--- src/rtl/morph_pkg.sv ---
// Shared types for the morphological frame controller: FSM states and op select.
package morph_pkg;

    typedef enum logic [2:0] {
        IDLE  = 3'd0,
        ISSUE = 3'd1,
        DRAIN = 3'd2,
        FLUSH = 3'd3,
        FIN   = 3'd4
    } state_e;

    typedef enum logic {
        OP_DILATE = 1'b0,
        OP_ERODE  = 1'b1
    } op_e;

    localparam int unsigned ROM_LAT_MAX = 4;

endpackage

--- src/rtl/morph_frame_ctrl_if.sv ---
// Control bus between the frame controller and its start/mode source, ROM/RAM and window datapath.
interface morph_frame_ctrl_if #(
    parameter int unsigned ADDR_W = 7
);
    logic              start;
    logic              abort;
    logic              switch1;
    logic              read_request;
    logic [ADDR_W-1:0] romaddress;
    logic              win_clear;
    logic              win_shift;
    logic              win_zero;
    logic              win_mode;
    logic              write_enable;
    logic [ADDR_W-1:0] ramaddress;
    logic              busy;
    logic              done;

    modport master (
        input  start, abort, switch1,
        output read_request, romaddress, win_clear, win_shift, win_zero, win_mode,
        output write_enable, ramaddress, busy, done
    );

    modport slave (
        output start, abort, switch1,
        input  read_request, romaddress, win_clear, win_shift, win_zero, win_mode,
        input  write_enable, ramaddress, busy, done
    );
endinterface

--- src/rtl/morph_lat_pipe.sv ---
// DEPTH-deep valid/zero-flag delay line matching the ROM read latency; flushed on clear.
module morph_lat_pipe #(
    parameter int unsigned DEPTH = 1
) (
    input  logic clk,
    input  logic rst,
    input  logic clear_i,
    input  logic valid_i,
    input  logic zero_i,
    output logic valid_o,
    output logic zero_o
);
    logic [DEPTH-1:0] valid_q, valid_d;
    logic [DEPTH-1:0] zero_q,  zero_d;

    // Shift toward the MSB; the dropped top bit is the one already presented at the output.
    always_comb begin
        valid_d = DEPTH'({valid_q, valid_i});
        zero_d  = DEPTH'({zero_q,  zero_i});
    end

    always_ff @(posedge clk) begin
        if (rst || clear_i) begin
            valid_q <= '0;
            zero_q  <= '0;
        end else begin
            valid_q <= valid_d;
            zero_q  <= zero_d;
        end
    end

    assign valid_o = valid_q[DEPTH-1];
    assign zero_o  = zero_q[DEPTH-1];
endmodule

--- src/rtl/morph_frame_ctrl.sv ---
// Sequences one 3-row erode/dilate pass: ROM row reads, window shifts with a zero bottom
// border row, and one RAM write per finished output row.
module morph_frame_ctrl
    import morph_pkg::*;
#(
    parameter int unsigned ROWS    = 48,
    parameter int unsigned ADDR_W  = 7,
    parameter int unsigned ROM_LAT = 1
) (
    input  logic               clk,
    input  logic               rst,
    morph_frame_ctrl_if.master bus
);
    if (ROWS < 1 || ROWS > (2 ** ADDR_W) - 1) begin : g_rows_chk
        $fatal(1, "morph_frame_ctrl: ROWS must be in 1..2**ADDR_W-1");
    end
    if (ROM_LAT < 1 || ROM_LAT > ROM_LAT_MAX) begin : g_lat_chk
        $fatal(1, "morph_frame_ctrl: ROM_LAT must be in 1..4");
    end

    localparam logic [ADDR_W-1:0] LAST_ROW = ADDR_W'(ROWS - 1);

    state_e            state_q;
    op_e               mode_q;
    logic              rd_q;
    logic [ADDR_W-1:0] rom_addr_q;
    logic              clear_q;
    logic              zero_tag_q;
    logic              busy_q;
    logic              done_q;
    logic [ADDR_W-1:0] row_q;
    logic              wr_q;
    logic [ADDR_W-1:0] ram_addr_q;
    logic              shift;
    logic              shift_zero;
    logic              abort_act;
    logic              start_acc;

    assign abort_act = bus.abort && (state_q != IDLE);
    assign start_acc = bus.start && (state_q == IDLE);

    // Main sequencer; the zero tag rides the latency pipe one slot behind the last read.
    always_ff @(posedge clk) begin
        if (rst) begin
            state_q    <= IDLE;
            mode_q     <= OP_DILATE;
            rd_q       <= 1'b0;
            rom_addr_q <= '0;
            clear_q    <= 1'b0;
            zero_tag_q <= 1'b0;
            busy_q     <= 1'b0;
            done_q     <= 1'b0;
        end else if (abort_act) begin
            state_q    <= IDLE;
            rd_q       <= 1'b0;
            clear_q    <= 1'b0;
            zero_tag_q <= 1'b0;
            busy_q     <= 1'b0;
            done_q     <= 1'b0;
        end else begin
            clear_q    <= 1'b0;
            zero_tag_q <= 1'b0;
            done_q     <= 1'b0;
            case (state_q)
                IDLE: begin
                    if (bus.start) begin
                        state_q    <= ISSUE;
                        mode_q     <= op_e'(bus.switch1);
                        clear_q    <= 1'b1;
                        busy_q     <= 1'b1;
                        rd_q       <= 1'b1;
                        rom_addr_q <= '0;
                    end
                end
                ISSUE: begin
                    if (rom_addr_q == LAST_ROW) begin
                        rd_q       <= 1'b0;
                        zero_tag_q <= 1'b1;
                        state_q    <= DRAIN;
                    end else begin
                        rom_addr_q <= rom_addr_q + ADDR_W'(1);
                    end
                end
                DRAIN: begin
                    if (shift && row_q == LAST_ROW) state_q <= FLUSH;
                end
                FLUSH: state_q <= FIN;
                FIN: begin
                    if (wr_q && ram_addr_q == LAST_ROW) begin
                        done_q  <= 1'b1;
                        busy_q  <= 1'b0;
                        state_q <= IDLE;
                    end
                end
                default: state_q <= IDLE;
            endcase
        end
    end

    morph_lat_pipe #(
        .DEPTH (ROM_LAT)
    ) u_lat_pipe (
        .clk     (clk),
        .rst     (rst),
        .clear_i (abort_act),
        .valid_i (rd_q | zero_tag_q),
        .zero_i  (zero_tag_q),
        .valid_o (shift),
        .zero_o  (shift_zero)
    );

    // Write stage: the shift that completes a window of rows k-2..k writes row k-1.
    always_ff @(posedge clk) begin
        if (rst) begin
            row_q      <= '0;
            wr_q       <= 1'b0;
            ram_addr_q <= '0;
        end else if (abort_act) begin
            wr_q <= 1'b0;
        end else begin
            wr_q <= shift && (row_q != '0);
            if (shift) begin
                row_q <= row_q + ADDR_W'(1);
                if (row_q != '0) ram_addr_q <= row_q - ADDR_W'(1);
            end
            if (start_acc) row_q <= '0;
        end
    end

    assign bus.read_request = rd_q;
    assign bus.romaddress   = rom_addr_q;
    assign bus.win_clear    = clear_q;
    assign bus.win_shift    = shift;
    assign bus.win_zero     = shift_zero;
    assign bus.win_mode     = mode_q;
    assign bus.write_enable = wr_q;
    assign bus.ramaddress   = ram_addr_q;
    assign bus.busy         = busy_q;
    assign bus.done         = done_q;
endmodule

--- src/flat_wrapper.sv ---
// flat-port wrapper written by rule: the top's interface ports become plain ports
module morph_frame_ctrl_flat import morph_pkg::*;
#(
    parameter int unsigned ROWS    = 48,
    parameter int unsigned ADDR_W  = 7,
    parameter int unsigned ROM_LAT = 1
)
  (clk, rst, bus_start, bus_abort, bus_switch1, bus_read_request, bus_romaddress, bus_win_clear, bus_win_shift, bus_win_zero, bus_win_mode, bus_write_enable, bus_ramaddress, bus_busy, bus_done);
  morph_frame_ctrl_if #(.ADDR_W(ADDR_W)) bus_i ();
  input  logic clk;
  input  logic rst;
  input wire logic [$bits(bus_i.start)-1:0] bus_start;
  input wire logic [$bits(bus_i.abort)-1:0] bus_abort;
  input wire logic [$bits(bus_i.switch1)-1:0] bus_switch1;
  output wire logic [$bits(bus_i.read_request)-1:0] bus_read_request;
  output wire logic [$bits(bus_i.romaddress)-1:0] bus_romaddress;
  output wire logic [$bits(bus_i.win_clear)-1:0] bus_win_clear;
  output wire logic [$bits(bus_i.win_shift)-1:0] bus_win_shift;
  output wire logic [$bits(bus_i.win_zero)-1:0] bus_win_zero;
  output wire logic [$bits(bus_i.win_mode)-1:0] bus_win_mode;
  output wire logic [$bits(bus_i.write_enable)-1:0] bus_write_enable;
  output wire logic [$bits(bus_i.ramaddress)-1:0] bus_ramaddress;
  output wire logic [$bits(bus_i.busy)-1:0] bus_busy;
  output wire logic [$bits(bus_i.done)-1:0] bus_done;
  assign bus_i.start = bus_start;
  assign bus_i.abort = bus_abort;
  assign bus_i.switch1 = bus_switch1;
  assign bus_read_request = bus_i.read_request;
  assign bus_romaddress = bus_i.romaddress;
  assign bus_win_clear = bus_i.win_clear;
  assign bus_win_shift = bus_i.win_shift;
  assign bus_win_zero = bus_i.win_zero;
  assign bus_win_mode = bus_i.win_mode;
  assign bus_write_enable = bus_i.write_enable;
  assign bus_ramaddress = bus_i.ramaddress;
  assign bus_busy = bus_i.busy;
  assign bus_done = bus_i.done;
  morph_frame_ctrl #(.ROWS(ROWS), .ADDR_W(ADDR_W), .ROM_LAT(ROM_LAT)) u_core (.clk(clk), .rst(rst), .bus(bus_i));
endmodule
--- config.mk ---
export PLATFORM = sky130hd
export DESIGN_NAME = morph_frame_ctrl_flat
export DESIGN_NICKNAME = d
export VERILOG_FILES = /design/src/rtl/morph_pkg.sv /design/src/rtl/morph_frame_ctrl_if.sv /design/src/rtl/morph_lat_pipe.sv /design/src/rtl/morph_frame_ctrl.sv /design/src/flat_wrapper.sv
export SDC_FILE = /design/constraint.sdc
export NUM_CORES = 1
export LEC_CHECK = 0
export CAP_MARGIN = 0
export CORE_MARGIN = 8
export CORE_UTILIZATION = 54
export CTS_BUF_LIST = sky130_fd_sc_hd__clkbuf_4 sky130_fd_sc_hd__clkbuf_8
export CTS_CLUSTER_SIZE = 12
export DETAILED_ROUTE_END_ITERATION = 10
export HOLD_SLACK_MARGIN = 0.08
export PLACE_DENSITY_LB_ADDON = 0.12
export SETUP_SLACK_MARGIN = 0.2
export SLEW_MARGIN = 20
export SYNTH_ARGS = -nofsm -noshare
export SYNTH_HDL_FRONTEND = slang
export SYNTH_SLANG_ARGS = --single-unit
--- constraint.sdc ---
create_clock -name clk -period 2.3 [get_ports clk]
set_input_delay 0.46 -clock clk [delete_from_list [all_inputs] [get_ports clk]]
set_output_delay 0.46 -clock clk [all_outputs]
set_load 0.02 [all_outputs]
**Run 1: signal wires on met1**

The bar under the picture is 20 um long. Supply wires on this layer in grey.
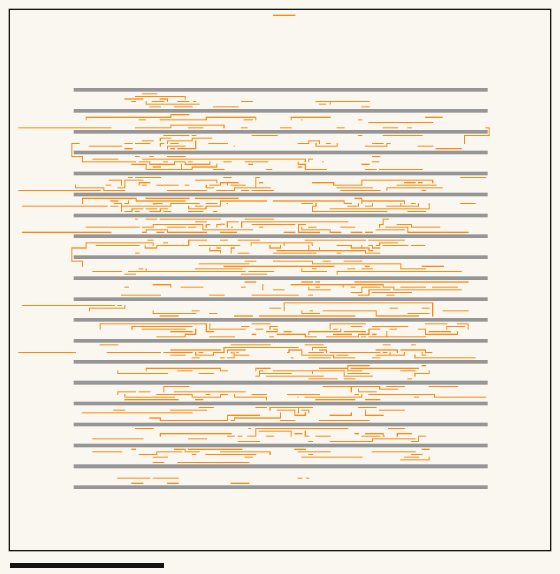
wire length on this layer: 1680 um
longest straight run: 21.2 um
share of all routed wire: 43%
main direction: horizontal
nets with wire on the layer: 198
via count: 1439
met1 global-route usage: 0.172
Routed WL: 3.88 mm

**Run 1: met2 routing**

The bar under the picture is 20 um long.
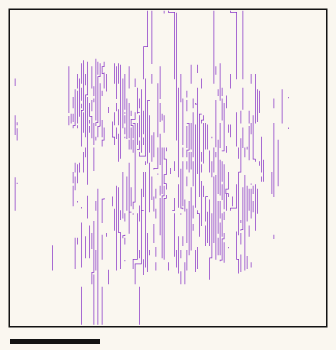
share of all routed wire: 48%
longest straight run: 30.1 um

**Run 1: the metal 3 layer**

Cells faint in the background.
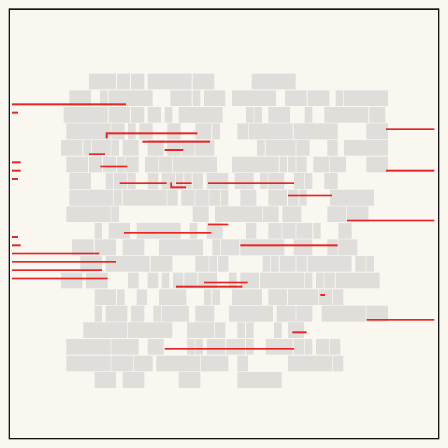
longest straight run: 20.9 um
main direction: horizontal
nets with wire on the layer: 27
wire length on this layer: 267 um
share of all routed wire: 6.9%
M3 GR Usage: 0.0650

**Run 1: congestion heat map**

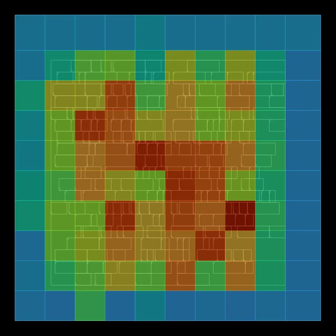
Post-Route Utilization: 0.692
grt peak-use layer: met2
wire length per cell: 16.1 um
GRT Util Overall: 0.158
grt met2 use: 0.266

==> reports/results.tsv, run 1 <==
metric	value	unit
outcome	complete, no violations	
final_cell_mix	dfxtp_1, clkdlybuf4s50_1, nor2_1, nand2_1, inv_1	
fillCellCount	218	
viasPerCell	5.97	
power.density	573	nW/um^2
combGateArea	831	sq um
drtIter0Drc	155	
pre_cts_slack	0.107	ns
clock_skew	0.0111	ns
period_used_share	0.856	
initCoreUtil	0.571	
routabilityCongestion	0.809	
ff_type	dfxtp_1	
cts_sinks	33	
crit_required	2.58	ns
hold_violations	0	
maxSlewHeadroom	0.642	
gr-total-overflow	0	
antenna_cells	0	
die-area	4930	sq um
slew_violations	0	
start_kind	register	
layout_setup_ws	0.332	ns
cp.arrival	2.25	ns
syn_avg_cell_area	8.68	sq um
lay_top_count	dfxtp_1	
coreArea	2780	sq um
grt_pass1_vias	1447	
worstPathMaxFanout	13	
ant_nets	0	
synth_cells	183	
warnings	27	
finalSetupViolCount	0	
hpwlAfterDp	2.75	mm
yosys.area.top_type	dfxtp_1	
nets	217	
cts_hold_buf	0	
io_pins	27	
cap_violations	0	
vdd_drop_max	0.551	mV
ys_types	41	
synthTopCellsByArea	dfxtp_1, nor2_1, nand2_1, a211oi_2, a21oi_1	
yosysWarnings	0	
yosys_register_bits	33	
p_leak	0.000684	uW
post_cts_buffers	0	
rsz0062_at_grt	false	
grt_pass1_wl	6.56	mm
cts_resized	0	
drive_gt1_frac	0.0952	
fin_crit	1.97	ns
antenna_found_initial	0	
tightest_slew	0.535	ns
seqCellArea	661	sq um
critPathKind	register to register	
firstDrtPassIters	4	
top_area_frac	0.416	
cts_tree	yes	
grt_max_degree	14	
cts_root_buffer	clkbuf_4	
die_h	70.2	um
ys_area	1590	sq um
syn-cell-area	1590	sq um
setup_tns	0	ns
hp-class	register to register	
ys_cells	183	
chipWidth	70.2	um
fmax	508	MHz
r2r_setup_slack	0.33	ns
ys_async_sr_fraction	0	
clock_path_buffers	2	
io_buffers	26	
area_delta_synth_final	21.2	%
clk_transition_reported_paths	0.10	ns
worstSkewPairLatency	0.35	ns
fp_nets	191	
endpoint_kind	register	
cts_buffers	5	
remaining_drc_errors	0	
htreeDepth	2	
edf_count	0	
synth_seq_share	0.416	
rows	19	
[run 1: synthesized netlist by cell type (2+ instances only)]
master,n
xor2_1,3
o21ai_0,5
a211oi_2,4
and3_1,3
nor3_1,3
o22ai_1,4
nand4_1,3
o21a_1,2
ha_1,3
o2111ai_1,2
nand2b_1,5
or3_1,4
dfxtp_1,33
buf_2,2
a211oi_1,2
buf_6,2
nand2_1,14
nand3_1,6
inv_1,11
nor4b_1,2
nand3b_1,2
nor2_1,24
clkbuf_1,6
xnor2_1,5
mux2i_1,3
a21oi_1,9
a31oi_1,7
[run 1: critical path, stage by stage, from the launching register on]
cell,delay [ns]
dfxtp_1,0.36
inv_1,0.14
ha_1,0.22
or4b_4,0.49
o311a_4,0.40
nand2b_1,0.17
a21oi_1,0.13
[run 1: worst paths after layout]
kind                                      start                        to  depth (start not counted)
worst max-delay path            u_core.row_q[0]  u_core.bus.ramaddress[6]                          6
worst min-delay path            u_core.bus.busy           u_core.bus.busy                          2
worst max register to register  u_core.row_q[0]  u_core.bus.ramaddress[6]                          6
worst min register to register  u_core.bus.busy           u_core.bus.busy                          2
[run 1: area by class of cell]
cell class              count  share of cell area
clock buffers               7              0.0338
clock inverters             1             0.00260
inverters                  11              0.0215
multi-input cells         129               0.432
flip-flops and latches     33               0.343
well taps                  31              0.0202
repair buffers             29               0.147
[run 1: power breakdown]
| part | switching (uW) | internal (uW) |
|---|---|---|
| registers | 12.0 | 583 |
| clock network | 206 | 177 |
| logic | 70.2 | 53.9 |
| total | 288 | 813 |
[run 1: cell families (layout without fill, tap and decap cells)]
kind of cell / Yosys count / in the layout / synth area share
AOI/OAI and AO/OA: 42 / 42 / 0.200
xor gates and xnor gates: 8 / 8 / 0.0441
adders and majority gates: 3 / 3 / 0.0236
buffers and inverters: 21 / 48 / 0.0607
DFF: 33 / 33 / 0.416
muxes: 3 / 3 / 0.0189
and+or+nand+nor: 73 / 73 / 0.236
[run 1: state kept, by name, indices dropped and copies added (netlist names)]
register	count
u_core.bus.busy	1
u_core.bus.done	1
u_core.bus.ramaddress	7
u_core.bus.read_request	1
u_core.bus.romaddress	7
u_core.bus.win_clear	1
u_core.bus.win_mode	1
u_core.bus.write_enable	1
u_core.row_q	7
u_core.state_q	3
u_core.u_lat_pipe.valid_o	1
u_core.u_lat_pipe.zero_o	1
u_core.zero_tag_q	1
[run 1: metrics by stage]
stage          power [uW]  hold slack, ns  cell area, sq um  cells   util
5_1_grt              1140           0.490              1920    241  0.692
6_report             1100           0.465              1920    241  0.692
4_1_cts              1100           0.468              1920    241  0.692
2_1_floorplan         684           0.427              1590    183      -
3_3_place_gp          727           0.445              1850    233  0.667
3_5_place_dp          731           0.454              1850    233  0.667
[run 1: metal layers]
| metal | up-vias | routed length [um] |
|---|---|---|
| li1 | 702 | - |
| met1 | 684 | 1680 |
| met2 | 43 | 1870 |
| met3 | 10 | 266 |
| met4 | 0 | 70 |
| met5 | - | 0 |
## Run 2: what changed since run 1
==> constraint.sdc (replaced) <==
create_clock -name clk -period 2.04 [get_ports clk]
set_input_delay 0.408 -clock clk [delete_from_list [all_inputs] [get_ports clk]]
set_output_delay 0.408 -clock clk [all_outputs]
set_load 0.02 [all_outputs]
**Run 2: routed clock nets over the placement**

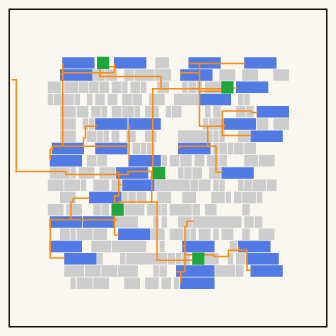
[clock wires] orange | length: 399 um
[cells driving clock nets] green | count: 5
[flip-flops] blue | count: 33
routed clock nets: 6

**Run 2: signal wires on met1**

The bar under the picture is 20 um long. Supply wires on this layer in grey.
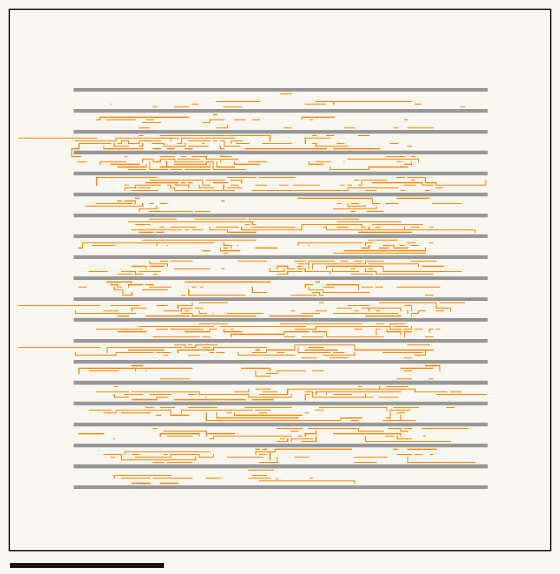
main direction: horizontal
nets with wire on the layer: 199
longest straight run: 19.3 um
wire length on this layer: 1750 um

==> run 2 against run 1 <==
- sequential share of layout area shrank 1.4 points
- sequential cell count stayed put
- first-iteration DRC count shrank 34%
- total power increased by 22%
- synthesized cell count unchanged
- cell count rose by 2.1%
- highest routed layer unchanged
==> reports/results.tsv, run 2 <==
metric	value	unit	change
crit_required	1.63	ns	-0.95 ns
fin_hold_ws	0.461	ns	-0.00405 ns
synthTopCellsByArea	dfxtp_1, nor2_1, nand2_1, a211oi_2, a21oi_1		
common_cells	dfxtp_1, nor2_1, nand2_1, inv_1, a21oi_1		
synth_cells	183		unchanged
power.density	664	nW/um^2	+16%
grt_use_total	0.157		-0.00167
viasPerCell	5.93		-0.60%
antenna_found_initial	0		unchanged
htreeDepth	2		unchanged
hold_violations	0		unchanged
cts_root_buffer	clkbuf_4		
period_used_share	0.880		
chipWidth	70.2	um	unchanged
vdd_drop_max	0.601	mV	+9.1%
tightest_slew	0.473	ns	-0.0617 ns
ys_types	41		unchanged
gr-total-overflow	0		unchanged
crit_path_end	bus_romaddress[2]		
critPathMaxStageDelay	0.64	ns	+0.15 ns
drive_gt1_frac	0.144		+0.0489
r2r-end	u_core.bus.ramaddress[6]		
clk_transition_reported_paths	0.11	ns	about the same
warnings	29		+7.4%
path_depth	1		-5
final_cell_mix	dfxtp_1, nor2_1, clkdlybuf4s50_1, nand2_1		
nets	222		+2.3%
startpoint	u_core.bus.romaddress[2]		
post_cts_buffers	0		unchanged
fmax	557	MHz	
die_h	70.2	um	unchanged
yosys_register_bits	33		unchanged
top_cell	dfxtp_1		
routabilityCongestion	0.852		+5.4%
outcome	complete, no violations		
worstPathMaxFanout	5		-8
syn-cell-area	1590	sq um	unchanged
edf_count	0		unchanged
final_area	2020	sq um	+5.1%
critPathKind	register to primary output		
area_delta_synth_final	27.4	%	
r2r_setup_slack	0.27	ns	-0.06 ns
r2r_cells	6		unchanged
initCoreUtil	0.571		unchanged
fin_crit	1.80	ns	
crit_buf_inv	1		unchanged
dpl_cell_area	1880	sq um	+1.6%
crit_chain	clkdlybuf4s50_1		
firstDrtPassIters	4		unchanged
finalSetupViolCount	0		unchanged
hpwlAfterDp	2.82	mm	+2.6%
io_pins	27		unchanged
yosys.area.top_type	dfxtp_1		
ys_async_sr_fraction	0		unchanged
p_leak	0.000766	uW	+12%
clock_path_buffers	2		unchanged
cp.arrival	1.39	ns	-0.86 ns
path_delay_family	buffers and inverters		
lay_top_count	dfxtp_1		
r2r_start	u_core.row_q[0]		
power	1340	uW	+22%
ant_nets	0		unchanged
endpoint_kind	primary output		
top_area_frac	0.416		unchanged
ys_area	1590	sq um	unchanged
rsz0062_at_grt	true		
cts_buffers	5		unchanged
yosysWarnings	0		unchanged
cap_violations	0		unchanged
die-area	4930	sq um	unchanged
ys_cells	183		unchanged
vias	1460		+1.5%
drt-wirelength-per-cell	16.1	um	about the same
grt_max_degree	13		-1
hp-class	register to register		
coreArea	2780	sq um	unchanged
cts_tree	yes		
drt-total-wl	3.96	mm	+2.1%
setup_tns	0	ns	unchanged
grt_pass1_wl	6.38	mm	-2.8%
clock_skew	0.0146	ns	+0.00348 ns
ff_type	dfxtp_1		
cts_hold_buf	0		unchanged
maxSlewHeadroom	0.685		+0.0427
syn_avg_cell_area	8.68	sq um	unchanged
antenna_cells	0		unchanged
worstSkewPairLatency	0.34	ns	about the same
cts_sinks	33		unchanged
slowest_stage	clkdlybuf4s50_1		
io_buffers	26		unchanged
remaining_drc_errors	0		unchanged
fp_nets	191		unchanged
grt_pass1_vias	1379		-4.7%
slew_violations	0		unchanged
start_kind	register		
rows	19		unchanged
drtIter0Drc	102		-34%
synth_seq_share	0.416		unchanged
==> run 2: worst min path at each step <==
stage / start / to / slack, ns / cells past startpoint
4_1_cts: u_core.bus.busy / u_core.bus.busy / 0.46 / 2
5_1_grt: u_core.zero_tag_q / u_core.u_lat_pipe.valid_o / 0.49 / 2
3_5_place_dp: u_core.bus.busy / u_core.bus.busy / 0.45 / 2
3_3_place_gp: u_core.zero_tag_q / u_core.u_lat_pipe.valid_o / 0.44 / 2
2_1_floorplan: u_core.zero_tag_q / u_core.u_lat_pipe.valid_o / 0.43 / 2
6_report: u_core.bus.busy / u_core.bus.busy / 0.46 / 2
==> run 2: report_power, final <==
| group | total (uW) | internal [uW] | leakage, uW | switching, uW |
|---|---|---|---|---|
| Combinational | 151 | 66.4 | 0.000449 | 84.4 |
| Sequential | 670 | 656 | 0.000269 | 14.3 |
| Clock | 524 | 306 | 0.0000489 | 218 |
| Total | 1340 | 1030 | 0.000766 | 316 |
==> run 2: timing repair <==
item,4_1_cts,5_1_grt
cloned,1,0
gates resized,6,8
setup endpoints to repair,10,17
pin swaps,1,1
==> run 2: cells by family (layout without fill, tap and decap cells) <==
group           after synthesis  in the layout  share of synthesized area
simple gates                 73             73                      0.236
compound gates               42             43                      0.200
flops                        33             33                      0.416
buf+inv                      21             52                     0.0607
xor+xnor                      8              8                     0.0441
fa+ha+maj                     3              3                     0.0236
mux                           3              3                     0.0189
==> run 2: per-layer routing <==
layer	wire, um	share of wire	global-route usage	vias up
met3	256	0.065	0.0650	6
met5	0	0	0	-
met4	53	0.013	0.0603	0
met2	1900	0.48	0.253	35
met1	1750	0.44	0.179	706
li1	-	-	-	713
==> run 2: layout make-up <==
cell class / count / area (sq um)
fillers: 226 / 758
inverters: 11 / 43.8
multi-input cells: 130 / 871
well taps: 31 / 38.8
flip-flops and latches: 33 / 666
clock inverters: 1 / 30.0
clock buffers: 7 / 58.8
repair buffers: 33 / 315
==> run 2: stage by stage <==
stage	std cells	setup slack, ns	utilization
final	246	0.245	0.727
after global routing	246	0.172	0.727
after CTS	246	0.179	0.717
after detailed placement	237	-0.0517	0.677
after global placement	237	0.0528	0.677
after floorplan	183	0.205	-
**Run 2: congestion heat map**

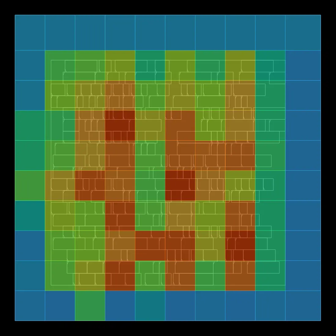

## Run 3: what changed since run 2
--- a/config.mk
+++ b/config.mk
@@ -18,3 +18,4 @@
 export SYNTH_ARGS = -nofsm -noshare
 export SYNTH_HDL_FRONTEND = slang
 export SYNTH_SLANG_ARGS = --single-unit
+export TNS_END_PERCENT = 20
**Run 3: congestion heat map**

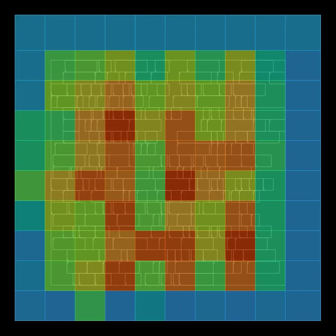
grt met2 use: 0.253
met1 global-route usage: 0.179

**Run 3: met2 routing**

The bar under the picture is 20 um long.
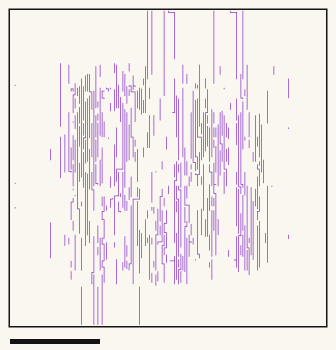
longest straight run: 21.8 um
share of all routed wire: 48%
wire length on this layer: 1910 um
via count: 1452
Routed WL: 3.98 mm

==> run 3 against run 2 <==
- non-clock buffer count is the same
- critical path depth is the same
- largest power group unchanged
- routed wire length grew 0.45%
- register-to-register slack is essentially flat
- total power is essentially flat
- sequential share of layout area grew 0.061 points
- first-iteration DRC count grew 8.8%
- fmax shrank 3.7%
- via count shrank 0.55%
- clock-buffer cell count is the same
- worst setup slack lost 0.070 ns
==> reports/results.tsv, run 3 <==
metric	value	unit	change
outcome	complete, no violations		
clk_transition_reported_paths	0.11	ns	about the same
path_delay_family	buffers and inverters		
common_cells	dfxtp_1, nor2_1, nand2_1, inv_1, a21oi_1		
lay_top_count	dfxtp_1		
post_cts_buffers	0		unchanged
synthTopCellsByArea	dfxtp_1, nor2_1, nand2_1, a211oi_2, a21oi_1		
htreeDepth	2		unchanged
final_cell_mix	dfxtp_1, clkdlybuf4s50_1, nor2_1, nand2_1		
ys_async_sr_fraction	0		unchanged
r2r_setup_slack	0.27	ns	about the same
area_delta_synth_final	27.2	%	
cap_violations	0		unchanged
slew_violations	0		unchanged
chipWidth	70.2	um	unchanged
hpwlAfterDp	2.82	mm	unchanged
ys_cells	183		unchanged
rows	19		unchanged
drtIter0Drc	111		+8.8%
die_h	70.2	um	unchanged
vdd_drop_max	0.601	mV	about the same
crit_path_end	bus_romaddress[3]		
hp-class	register to register		
io_pins	27		unchanged
top_cell	dfxtp_1		
yosys_register_bits	33		unchanged
syn-cell-area	1590	sq um	unchanged
warnings	29		unchanged
fp_nets	191		unchanged
grt_max_degree	13		unchanged
dpl_cell_area	1880	sq um	unchanged
ant_nets	0		unchanged
endpoint_kind	primary output		
crit_chain	clkdlybuf4s50_1		
remaining_drc_errors	0		unchanged
firstDrtPassIters	4		unchanged
initCoreUtil	0.571		unchanged
fillCellCount	227		+0.44%
clock_skew	0.0143	ns	-0.000258 ns
maxSlewHeadroom	0.689		+0.00431
routabilityCongestion	0.852		unchanged
power.density	666	nW/um^2	+0.24%
yosysWarnings	0		unchanged
startpoint	u_core.bus.romaddress[3]		
cts_buffers	5		unchanged
ys_types	41		unchanged
synth_seq_share	0.416		unchanged
syn_avg_cell_area	8.68	sq um	unchanged
top_area_frac	0.416		unchanged
worstPathMaxFanout	6		+1
ff_type	dfxtp_1		
yosys.area.top_type	dfxtp_1		
clock_path_buffers	2		unchanged
fin_crit	1.87	ns	+0.0698 ns
gr-total-overflow	0		unchanged
worstSkewPairLatency	0.34	ns	about the same
cts_tree	yes		
nets	222		unchanged
die-area	4930	sq um	unchanged
antenna_found_initial	0		unchanged
fmax	536	MHz	-3.7%
drive_gt1_frac	0.144		unchanged
cp.arrival	1.46	ns	+0.07 ns
crit_required	1.63	ns	about the same
drt-wirelength-per-cell	16.2	um	+0.45%
layout_setup_ws	0.175	ns	-0.0698 ns
antenna_cells	0		unchanged
period_used_share	0.914		+0.0342
grt_pass1_wl	6.38	mm	unchanged
edf_count	0		unchanged
cts_sinks	33		unchanged
power	1350	uW	about the same
grt_use_total	0.157		unchanged
pre_cts_slack	-0.0517	ns	unchanged
slowest_stage	clkdlybuf4s50_1		
start_kind	register		
finalSetupViolCount	0		unchanged
p_leak	0.000726	uW	-5.3%
critPathMaxStageDelay	0.65	ns	about the same
crit_buf_inv	1		unchanged
utilization	0.726		-0.00135
hold_violations	0		unchanged
viasPerCell	5.90		-0.55%
r2r_cells	6		unchanged
path_depth	1		unchanged
grt_pass1_vias	1379		unchanged
final_area	2020	sq um	-0.19%
coreArea	2780	sq um	unchanged
io_buffers	26		unchanged
r2r-end	u_core.bus.ramaddress[6]		
r2r_start	u_core.row_q[0]		
ys_area	1590	sq um	unchanged
tightest_slew	0.463	ns	-0.00958 ns
cts_root_buffer	clkbuf_4		
rsz0062_at_grt	true		
critPathKind	register to primary output		
synth_cells	183		unchanged
run 3: cell counts after synthesis:
Identical to the previous run, type by type.
run 3: where the power goes:
group	switching, uW	leakage [uW]	internal (uW)
logic	84.2	0.000408	66.6
clock network	218	0.0000489	306
registers	14.5	0.000269	656
total	317	0.000726	1030
run 3: area by class of cell:
cell class                 instances  area (sq um)  share of cell area
multi-input combinational        130           871               0.431
sequential                        33           666               0.330
timing repair buffer              33           312               0.154
clock buffer                       7          58.8              0.0291
inverter                          11          43.8              0.0217
tap                               31          38.8              0.0192
clock inverter                     1          30.0              0.0149
run 3: worst min path at each step:
stage | slack (ns) | cells after the start | endpoint | startpoint
global route | 0.49 | 2 | u_core.u_lat_pipe.valid_o | u_core.zero_tag_q
finish | 0.46 | 2 | u_core.bus.busy | u_core.bus.busy
CTS | 0.46 | 2 | u_core.bus.busy | u_core.bus.busy
global placement | 0.44 | 2 | u_core.u_lat_pipe.valid_o | u_core.zero_tag_q
detailed placement | 0.45 | 2 | u_core.bus.busy | u_core.bus.busy
floorplan | 0.43 | 2 | u_core.u_lat_pipe.valid_o | u_core.zero_tag_q
run 3: per-stage QoR:
stage	std cells	hold slack [ns]	TNS (ns)
3_5_place_dp	237	0.447	-0.132
2_1_floorplan	183	0.427	0
6_report	246	0.461	0
4_1_cts	246	0.462	0
5_1_grt	246	0.488	0
3_3_place_gp	237	0.441	0
run 3: metal layers:
metal | part of all wire | wire length (um) | GRT usage
met2 | 0.48 | 1910 | 0.253
met3 | 0.061 | 244 | 0.0650
met5 | 0 | 0 | 0
met1 | 0.45 | 1770 | 0.179
met4 | 0.013 | 53 | 0.0603
run 3: cells by family after synthesis:
| logic type | synth area share |
|---|---|
| buf+inv | 0.0607 |
| simple gates | 0.236 |
| compound gates | 0.200 |
| fa+ha+maj | 0.0236 |
| flops | 0.416 |
| xor+xnor | 0.0441 |
| mux | 0.0189 |
run 3: timing repair:
action                     in CTS  in global routing
setup endpoints to repair      10                 18
gates cloned                    1                  0
gates resized                   5                  6
hold buffers                    0                  0
pin swaps                       1                  1
run 3: worst register-to-register path, stage by stage, from the launching register on:
cell	delay [ns]
dfxtp_2	0.36
inv_4	0.08
ha_4	0.14
or4b_4	0.49
o311a_4	0.37
nand2b_1	0.15
a21oi_1	0.12
Power figures rest on the tool's default switching activity, not on a simulated workload.
